<file path="src/rtl/lobster_pkg.sv">
// Shared definitions for the lobster data-bus arbiter: FSM state encoding,
// requester IDs and the SRAM data width.
package lobster_pkg;

    localparam int unsigned DATA_WIDTH = 64;

    typedef logic [1:0] state_t;
    localparam state_t IDLE   = 2'd0;
    localparam state_t ACCESS = 2'd1;
    localparam state_t RESP   = 2'd2;

    typedef logic req_id_t;
    localparam req_id_t REQ_FETCH = 1'b0;
    localparam req_id_t REQ_DATA  = 1'b1;

endpackage

</file>
<file path="src/rtl/lobster_dbus_arbiter_if.sv">
// Bundle of the fetch, data and SRAM-side signals of the lobster data-bus
// arbiter. The arbiter uses the slave modport; the surrounding system
// (requesters and SRAM) uses the master modport.
interface lobster_dbus_arbiter_if
    import lobster_pkg::*;
#(
    parameter int unsigned ADDR_WIDTH = 36
);
    // Fetch requester
    logic                  f_req;
    logic [ADDR_WIDTH-1:0] f_addr;
    logic [DATA_WIDTH-1:0] f_rdata;
    logic                  f_done;
    logic                  f_err;

    // Load/store requester
    logic                  d_req;
    logic                  d_we;
    logic [ADDR_WIDTH-1:0] d_addr;
    logic [DATA_WIDTH-1:0] d_wdata;
    logic [DATA_WIDTH-1:0] d_rdata;
    logic                  d_done;
    logic                  d_err;

    // SRAM side
    logic                  ce;
    logic                  we;
    logic [ADDR_WIDTH-1:0] addr;
    logic [DATA_WIDTH-1:0] wdata;
    logic [DATA_WIDTH-1:0] rdata;
    logic                  rdy;

    modport slave (
        input  f_req, f_addr, d_req, d_we, d_addr, d_wdata, rdata, rdy,
        output f_rdata, f_done, f_err, d_rdata, d_done, d_err, ce, we, addr, wdata
    );

    modport master (
        output f_req, f_addr, d_req, d_we, d_addr, d_wdata, rdata, rdy,
        input  f_rdata, f_done, f_err, d_rdata, d_done, d_err, ce, we, addr, wdata
    );

endinterface

</file>
<file path="src/rtl/lobster_rr_pick.sv">
// Two-way round-robin select between the fetch and data requesters.
// On a tie the requester that was not granted last wins.
module lobster_rr_pick
    import lobster_pkg::*;
(
    input  logic    f_req,
    input  logic    d_req,
    input  req_id_t last,
    output logic    valid,
    output req_id_t id
);

    // Pick the single pending requester, or alternate on a tie
    always_comb begin
        valid = f_req | d_req;
        if (f_req && d_req) begin
            id = (last == REQ_DATA) ? REQ_FETCH : REQ_DATA;
        end else if (d_req) begin
            id = REQ_DATA;
        end else begin
            id = REQ_FETCH;
        end
    end

endmodule

</file>
<file path="src/rtl/lobster_dbus_arbiter.sv">
// Arbiter sharing one SRAM port between the fetch and load/store requesters.
// One transaction at a time: IDLE (grant) -> ACCESS (wait for rdy) -> RESP
// (done pulse). Optional ACCESS timeout enabled by LOBSTER_DBUS_TIMEOUT_EN.
module lobster_dbus_arbiter
    import lobster_pkg::*;
#(
    parameter int unsigned ADDR_WIDTH     = 36,
    parameter int unsigned TIMEOUT_CYCLES = 255
) (
    input logic                   clk,
    input logic                   rst,
    lobster_dbus_arbiter_if.slave bus
);

    if (TIMEOUT_CYCLES == 0) begin : g_bad_timeout
        $error("TIMEOUT_CYCLES must be at least 1");
    end

    state_t                state_q, state_d;
    logic                  ce_q, ce_d;
    logic                  we_q, we_d;
    logic [ADDR_WIDTH-1:0] addr_q, addr_d;
    logic [DATA_WIDTH-1:0] wdata_q, wdata_d;
    logic [DATA_WIDTH-1:0] f_rdata_q, f_rdata_d;
    logic [DATA_WIDTH-1:0] d_rdata_q, d_rdata_d;
    logic                  f_done_q, f_done_d;
    logic                  d_done_q, d_done_d;
    // Current grant; after the transaction it doubles as the last-granted pointer
    req_id_t               gnt_q, gnt_d;

    logic                  pick_valid;
    req_id_t               pick_id;
    logic                  timeout;
    logic                  finish;
    logic [DATA_WIDTH-1:0] rsp_data;

    lobster_rr_pick u_rr_pick (
        .f_req (bus.f_req),
        .d_req (bus.d_req),
        .last  (gnt_q),
        .valid (pick_valid),
        .id    (pick_id)
    );

    assign finish   = (state_q == ACCESS) && (bus.rdy || timeout);
    // An aborted access returns zero data
    assign rsp_data = bus.rdy ? bus.rdata : '0;

    // Next-state, SRAM command and response registers
    always_comb begin
        state_d   = state_q;
        ce_d      = ce_q;
        we_d      = we_q;
        addr_d    = addr_q;
        wdata_d   = wdata_q;
        gnt_d     = gnt_q;
        f_rdata_d = f_rdata_q;
        d_rdata_d = d_rdata_q;
        f_done_d  = 1'b0;
        d_done_d  = 1'b0;
        case (state_q)
            IDLE: begin
                if (pick_valid) begin
                    state_d = ACCESS;
                    ce_d    = 1'b1;
                    gnt_d   = pick_id;
                    if (pick_id == REQ_DATA) begin
                        we_d    = bus.d_we;
                        addr_d  = bus.d_addr;
                        wdata_d = bus.d_wdata;
                    end else begin
                        we_d    = 1'b0;
                        addr_d  = bus.f_addr;
                        wdata_d = '0;
                    end
                end
            end
            ACCESS: begin
                if (finish) begin
                    state_d = RESP;
                    ce_d    = 1'b0;
                    we_d    = 1'b0;
                    if (gnt_q == REQ_DATA) begin
                        d_done_d  = 1'b1;
                        d_rdata_d = rsp_data;
                    end else begin
                        f_done_d  = 1'b1;
                        f_rdata_d = rsp_data;
                    end
                end
            end
            RESP: begin
                state_d = IDLE;
            end
            default: begin
                state_d = IDLE;
            end
        endcase
    end

    // State registers; reset aborts any transaction in flight
    always_ff @(posedge clk) begin
        if (rst) begin
            state_q   <= IDLE;
            ce_q      <= 1'b0;
            we_q      <= 1'b0;
            addr_q    <= '0;
            wdata_q   <= '0;
            gnt_q     <= REQ_FETCH;  // first tie goes to data
            f_rdata_q <= '0;
            d_rdata_q <= '0;
            f_done_q  <= 1'b0;
            d_done_q  <= 1'b0;
        end else begin
            state_q   <= state_d;
            ce_q      <= ce_d;
            we_q      <= we_d;
            addr_q    <= addr_d;
            wdata_q   <= wdata_d;
            gnt_q     <= gnt_d;
            f_rdata_q <= f_rdata_d;
            d_rdata_q <= d_rdata_d;
            f_done_q  <= f_done_d;
            d_done_q  <= d_done_d;
        end
    end

`ifdef LOBSTER_DBUS_TIMEOUT_EN
    localparam int unsigned CNT_W = $clog2(TIMEOUT_CYCLES + 1);

    logic [CNT_W-1:0] cnt_q;
    logic             f_err_q;
    logic             d_err_q;

    // Last allowed ACCESS cycle is reached without rdy
    assign timeout = (state_q == ACCESS) && (cnt_q == CNT_W'(TIMEOUT_CYCLES - 1));

    // Count ACCESS cycles; flag err alongside done when the budget runs out
    always_ff @(posedge clk) begin
        if (rst) begin
            cnt_q   <= '0;
            f_err_q <= 1'b0;
            d_err_q <= 1'b0;
        end else begin
            f_err_q <= 1'b0;
            d_err_q <= 1'b0;
            if ((state_q == ACCESS) && !bus.rdy) begin
                if (timeout) begin
                    cnt_q <= '0;
                    if (gnt_q == REQ_DATA) begin
                        d_err_q <= 1'b1;
                    end else begin
                        f_err_q <= 1'b1;
                    end
                end else begin
                    cnt_q <= cnt_q + 1'b1;
                end
            end else begin
                cnt_q <= '0;
            end
        end
    end

    assign bus.f_err = f_err_q;
    assign bus.d_err = d_err_q;
`else
    assign timeout   = 1'b0;
    assign bus.f_err = 1'b0;
    assign bus.d_err = 1'b0;
`endif

    assign bus.ce      = ce_q;
    assign bus.we      = we_q;
    assign bus.addr    = addr_q;
    assign bus.wdata   = wdata_q;
    assign bus.f_rdata = f_rdata_q;
    assign bus.d_rdata = d_rdata_q;
    assign bus.f_done  = f_done_q;
    assign bus.d_done  = d_done_q;

endmodule

</file>
<file path="src/flat_wrapper.sv">
// flat-port wrapper written by rule: the top's interface ports become plain ports
module lobster_dbus_arbiter_flat import lobster_pkg::*;
#(
    parameter int unsigned ADDR_WIDTH     = 36,
    parameter int unsigned TIMEOUT_CYCLES = 255
)
  (clk, rst, bus_f_req, bus_f_addr, bus_d_req, bus_d_we, bus_d_addr, bus_d_wdata, bus_rdata, bus_rdy, bus_f_rdata, bus_f_done, bus_f_err, bus_d_rdata, bus_d_done, bus_d_err, bus_ce, bus_we, bus_addr, bus_wdata);
  lobster_dbus_arbiter_if #(.ADDR_WIDTH(ADDR_WIDTH)) bus_i ();
  input logic clk;
  input logic rst;
  input wire logic [$bits(bus_i.f_req)-1:0] bus_f_req;
  input wire logic [$bits(bus_i.f_addr)-1:0] bus_f_addr;
  input wire logic [$bits(bus_i.d_req)-1:0] bus_d_req;
  input wire logic [$bits(bus_i.d_we)-1:0] bus_d_we;
  input wire logic [$bits(bus_i.d_addr)-1:0] bus_d_addr;
  input wire logic [$bits(bus_i.d_wdata)-1:0] bus_d_wdata;
  input wire logic [$bits(bus_i.rdata)-1:0] bus_rdata;
  input wire logic [$bits(bus_i.rdy)-1:0] bus_rdy;
  output wire logic [$bits(bus_i.f_rdata)-1:0] bus_f_rdata;
  output wire logic [$bits(bus_i.f_done)-1:0] bus_f_done;
  output wire logic [$bits(bus_i.f_err)-1:0] bus_f_err;
  output wire logic [$bits(bus_i.d_rdata)-1:0] bus_d_rdata;
  output wire logic [$bits(bus_i.d_done)-1:0] bus_d_done;
  output wire logic [$bits(bus_i.d_err)-1:0] bus_d_err;
  output wire logic [$bits(bus_i.ce)-1:0] bus_ce;
  output wire logic [$bits(bus_i.we)-1:0] bus_we;
  output wire logic [$bits(bus_i.addr)-1:0] bus_addr;
  output wire logic [$bits(bus_i.wdata)-1:0] bus_wdata;
  assign bus_i.f_req = bus_f_req;
  assign bus_i.f_addr = bus_f_addr;
  assign bus_i.d_req = bus_d_req;
  assign bus_i.d_we = bus_d_we;
  assign bus_i.d_addr = bus_d_addr;
  assign bus_i.d_wdata = bus_d_wdata;
  assign bus_i.rdata = bus_rdata;
  assign bus_i.rdy = bus_rdy;
  assign bus_f_rdata = bus_i.f_rdata;
  assign bus_f_done = bus_i.f_done;
  assign bus_f_err = bus_i.f_err;
  assign bus_d_rdata = bus_i.d_rdata;
  assign bus_d_done = bus_i.d_done;
  assign bus_d_err = bus_i.d_err;
  assign bus_ce = bus_i.ce;
  assign bus_we = bus_i.we;
  assign bus_addr = bus_i.addr;
  assign bus_wdata = bus_i.wdata;
  lobster_dbus_arbiter #(.ADDR_WIDTH(ADDR_WIDTH), .TIMEOUT_CYCLES(TIMEOUT_CYCLES)) u_core (.clk(clk), .rst(rst), .bus(bus_i));
endmodule
</file>
<file path="config.mk">
export PLATFORM = sky130hd
export DESIGN_NAME = lobster_dbus_arbiter_flat
export DESIGN_NICKNAME = d
export VERILOG_FILES = /design/src/rtl/lobster_pkg.sv /design/src/rtl/lobster_dbus_arbiter_if.sv /design/src/rtl/lobster_rr_pick.sv /design/src/rtl/lobster_dbus_arbiter.sv /design/src/flat_wrapper.sv
export SDC_FILE = /design/constraint.sdc
export NUM_CORES = 1
export LEC_CHECK = 0
export CAP_MARGIN = 20
export CORE_ASPECT_RATIO = 1.1
export CORE_MARGIN = 10
export CORE_UTILIZATION = 36
export CTS_CLUSTER_SIZE = 10
export DETAILED_ROUTE_END_ITERATION = 6
export MAX_ROUTING_LAYER = met4
export PLACE_DENSITY = 0.82
export REMOVE_ABC_BUFFERS = 1
export SKIP_LAST_GASP = 1
export SYNTH_ARGS = -nofsm -noshare
export SYNTH_HDL_FRONTEND = slang
export SYNTH_SLANG_ARGS = --single-unit
</file>
<file path="constraint.sdc">
create_clock -name clk -period 1.3 [get_ports clk]
set_input_delay 0.13 -clock clk [delete_from_list [all_inputs] [get_ports clk]]
set_output_delay 0.13 -clock clk [all_outputs]
set_load 0.005 [all_outputs]
</file>
**Sizing map**

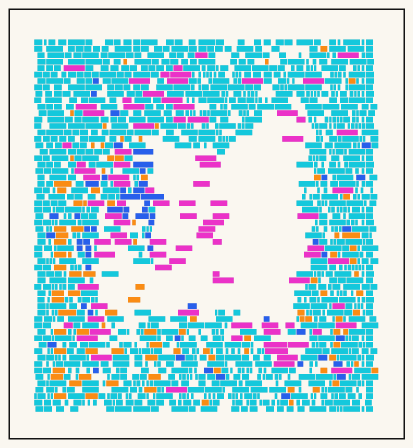
colour	size	cells	share
cyan	_0 and _1 cells	1172	83%
magenta	_6 and larger	89	6.3%
orange	_2 cells	94	6.7%
blue	_3 and _4 cells	58	4.1%
Design Area, Final: 0.0149 mm²
buffers outside the clock class: 527

==> changes_impl.md <==
### Implementation results

* Initial antenna violation count at 3
* Total number of vias at 9007
* Largest stage delay on the critical path at 0.40 ns
* Leading area contributor after synthesis: dfxtp_1
* WL final at 37300 µm
* CTS tree: yes
* Nets at ~1600
* Clock network power share at between 30% and 40%
* Max power group: registers
* Min-delay src: bus_rdata[36]
* Yosys stat area at 0.00848 mm²
* DRC Markers at 0
* Data arrival, critical path at roughly 1.9 ns
* Post-synthesis async set-or-reset flop share at 0%
* Cycle use final at 108%
* Detailed placer's ending HPWL at ~25000 µm
* Register area at 0.00472 mm²
* GRT Util Overall at a little over a fifth
* Worst hold margin at ~0.18 ns
* Final hold violation count at 0
* Critical Path End Type: flop
* Routed WL per cell at around 22 µm
* Number of enable flip-flop cells at 0
* Switching Share at around 25%
* Setup Viol. Count Final at about 150
* Final worst setup slack at -0.0984 ns
* H-tree depth at 1
* Status: finished with violations
* Worst vdd ir at between 0.8 and 0.9 mV
* Vias in the first global route at between 8000 and 9000
* I/O pin count at around 440
* Clock Tree Root: clkbuf_16
* Total CTS buffers at 27
* PD cells at ~1200 mW/mm²
* Pre-antenna DRT Iters at 5
* Largest net degree at the start of global routing at between 40 and 50
* Failing checks: negative setup slack
* Clock sink total at approximately 240
* MaxCap Viol Count at 0
* Critical Path Most Common Cell: buf_12
* Area Overhead vs Synth at 75.7%
* Slowest cell on crit path: and4b_4
* Crit path from: u_core.state_q[1]
* Mapped Area at 0.00848 mm²
* RSZ-0062 raised after global routing: yes
* DRT iter0 DRCs at 755
* Core box area at 0.0230 mm²
* CTS Buffer Depth at 3
**Ports around the boundary**

Bar = 50 µm. Pins as bars across the die edge, other pins in grey.
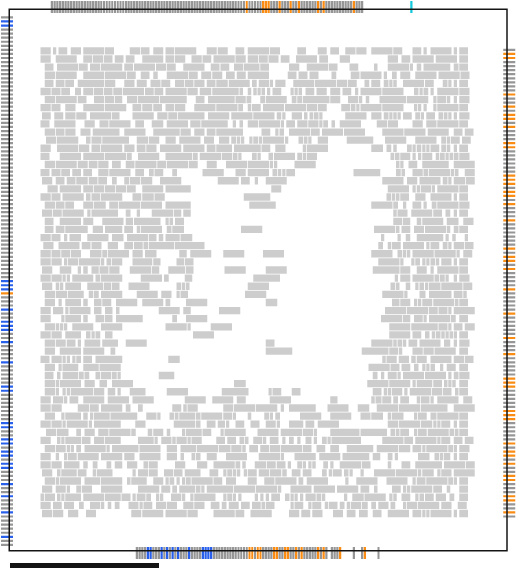
colour	port	pins	direction	edge
blue	`bus_f_addr`	36	input	25 west, 11 south
orange	`bus_f_rdata`	64	output	39 east, 14 south, 10 north, 1 west
cyan	`clk`	1	input	north
DIE HEIGHT: 181 µm
I/O Buffers: 437
Die W: 166 µm

## state kept, by name (all words and copies together) (netlist names)
signal,count
u_core.bus.ce,1
u_core.gnt_q,1
u_core.state_q,2
u_core.bus.f_done,1
u_core.bus.d_done,1
u_core.bus.addr,36
u_core.bus.f_rdata,64
u_core.bus.wdata,64
u_core.bus.we,1
u_core.bus.d_rdata,64
## kinds of logic after synthesis
logic type / Yosys count / synth area share (%)
compound gates: 273 / 23.1
buf+inv: 83 / 5.69
flops: 235 / 55.5
other cells: 1 / 0.0442
simple gates: 343 / 15.7
## stage by stage
step	total power, W	cells	area [µm²]	worst slack, ns	TNS, ns
3_3_place_gp	0.0109	1638	13400	-0.352	-61.53
3_5_place_dp	0.0110	1638	13400	-0.485	-70.88
4_1_cts	0.0172	1676	14000	-0.0688	-3.22
5_1_grt	0.0182	1716	14900	-0.164	-15.10
2_1_floorplan	0.00885	853	8000	-2.30	-339.22
6_report	0.0175	1717	14900	-0.0984	-5.01
## critical path, delay by kind of cell (launching register included)
kind / cells / cell delay [ns]
compound gates: 1 / 0.13
simple gates: 2 / 0.48
buf+inv: 3 / 0.35
flops: 1 / 0.36
## layout make-up
type / count / share of cell area, %
Timing Repair Buffer: 527 / 36.8
Sequential cell: 235 / 31.7
Multi-Input combinational cell: 619 / 24.2
Clock buffer: 31 / 4.70
Tap cell: 300 / 2.52
Antenna cell: 4 / 0.0672
Clock inverter: 1 / 0.0588
## routing by layer
| layer | vias up | GRT usage [%] | routed length [µm] |
|---|---|---|---|
| met1 | 4292 | 22.2 | 14200 |
| met2 | 478 | 36.9 | 18500 |
| met3 | 85 | 6.49 | 3290 |
| li1 | 4152 | - | - |
| met4 | 0 | 8.01 | 1340 |
| met5 | - | - | 0 |
## Yosys cell counts (2+ instances only)
| cell type | n |
|---|---|
| buf_2 | 35 |
| buf_4 | 16 |
| dfxtp_1 | 235 |
| buf_6 | 9 |
| a311oi_2 | 30 |
| a22o_1 | 64 |
| a21oi_1 | 169 |
| clkbuf_1 | 21 |
| a311oi_1 | 7 |
| nor2_1 | 3 |
| buf_1 | 2 |
| nand2_1 | 330 |
## worst min-delay path by stage
stage                              to  slack [ns]  cells past startpoint
2_1_floorplan      u_core.bus.addr[0]        0.20                      1
3_3_place_gp      u_core.bus.addr[21]        0.40                      2
3_5_place_dp      u_core.bus.addr[11]        0.39                      2
4_1_cts            u_core.bus.addr[2]        0.16                      3
5_1_grt            u_core.bus.addr[2]        0.17                      3
6_report       u_core.bus.f_rdata[36]        0.18                      3
## cell usage in the layout (no fill, tap or decap), drive strengths merged
master,count
clkbuf,61
nand4bb,1
and2,1
a21boi,1
nand2,330
a21oi,169
dlygate4sd2,170
dlygate4sd3,1
dfxtp,235
conb,2
a21bo,1
or2,1
or3b,1
buf,76
nand4b,1
a22o,64
clkdlybuf4s15,46
diode,4
inv,1
and3,2
and4b,1
nand3b,1
nor2,4
clkdlybuf4s50,204
a311oi,37
a32o,1
and4bb,1
## timing repair
action,in CTS,in global routing
hold buffers,1,0
hold endpoints to repair,6,0
buffers inserted,3,15
endpoints found under the setup margin,407,250
gates cloned,2,24
pin swaps,1,52
resized,263,150
Power is estimated from default activity; no workload was simulated.
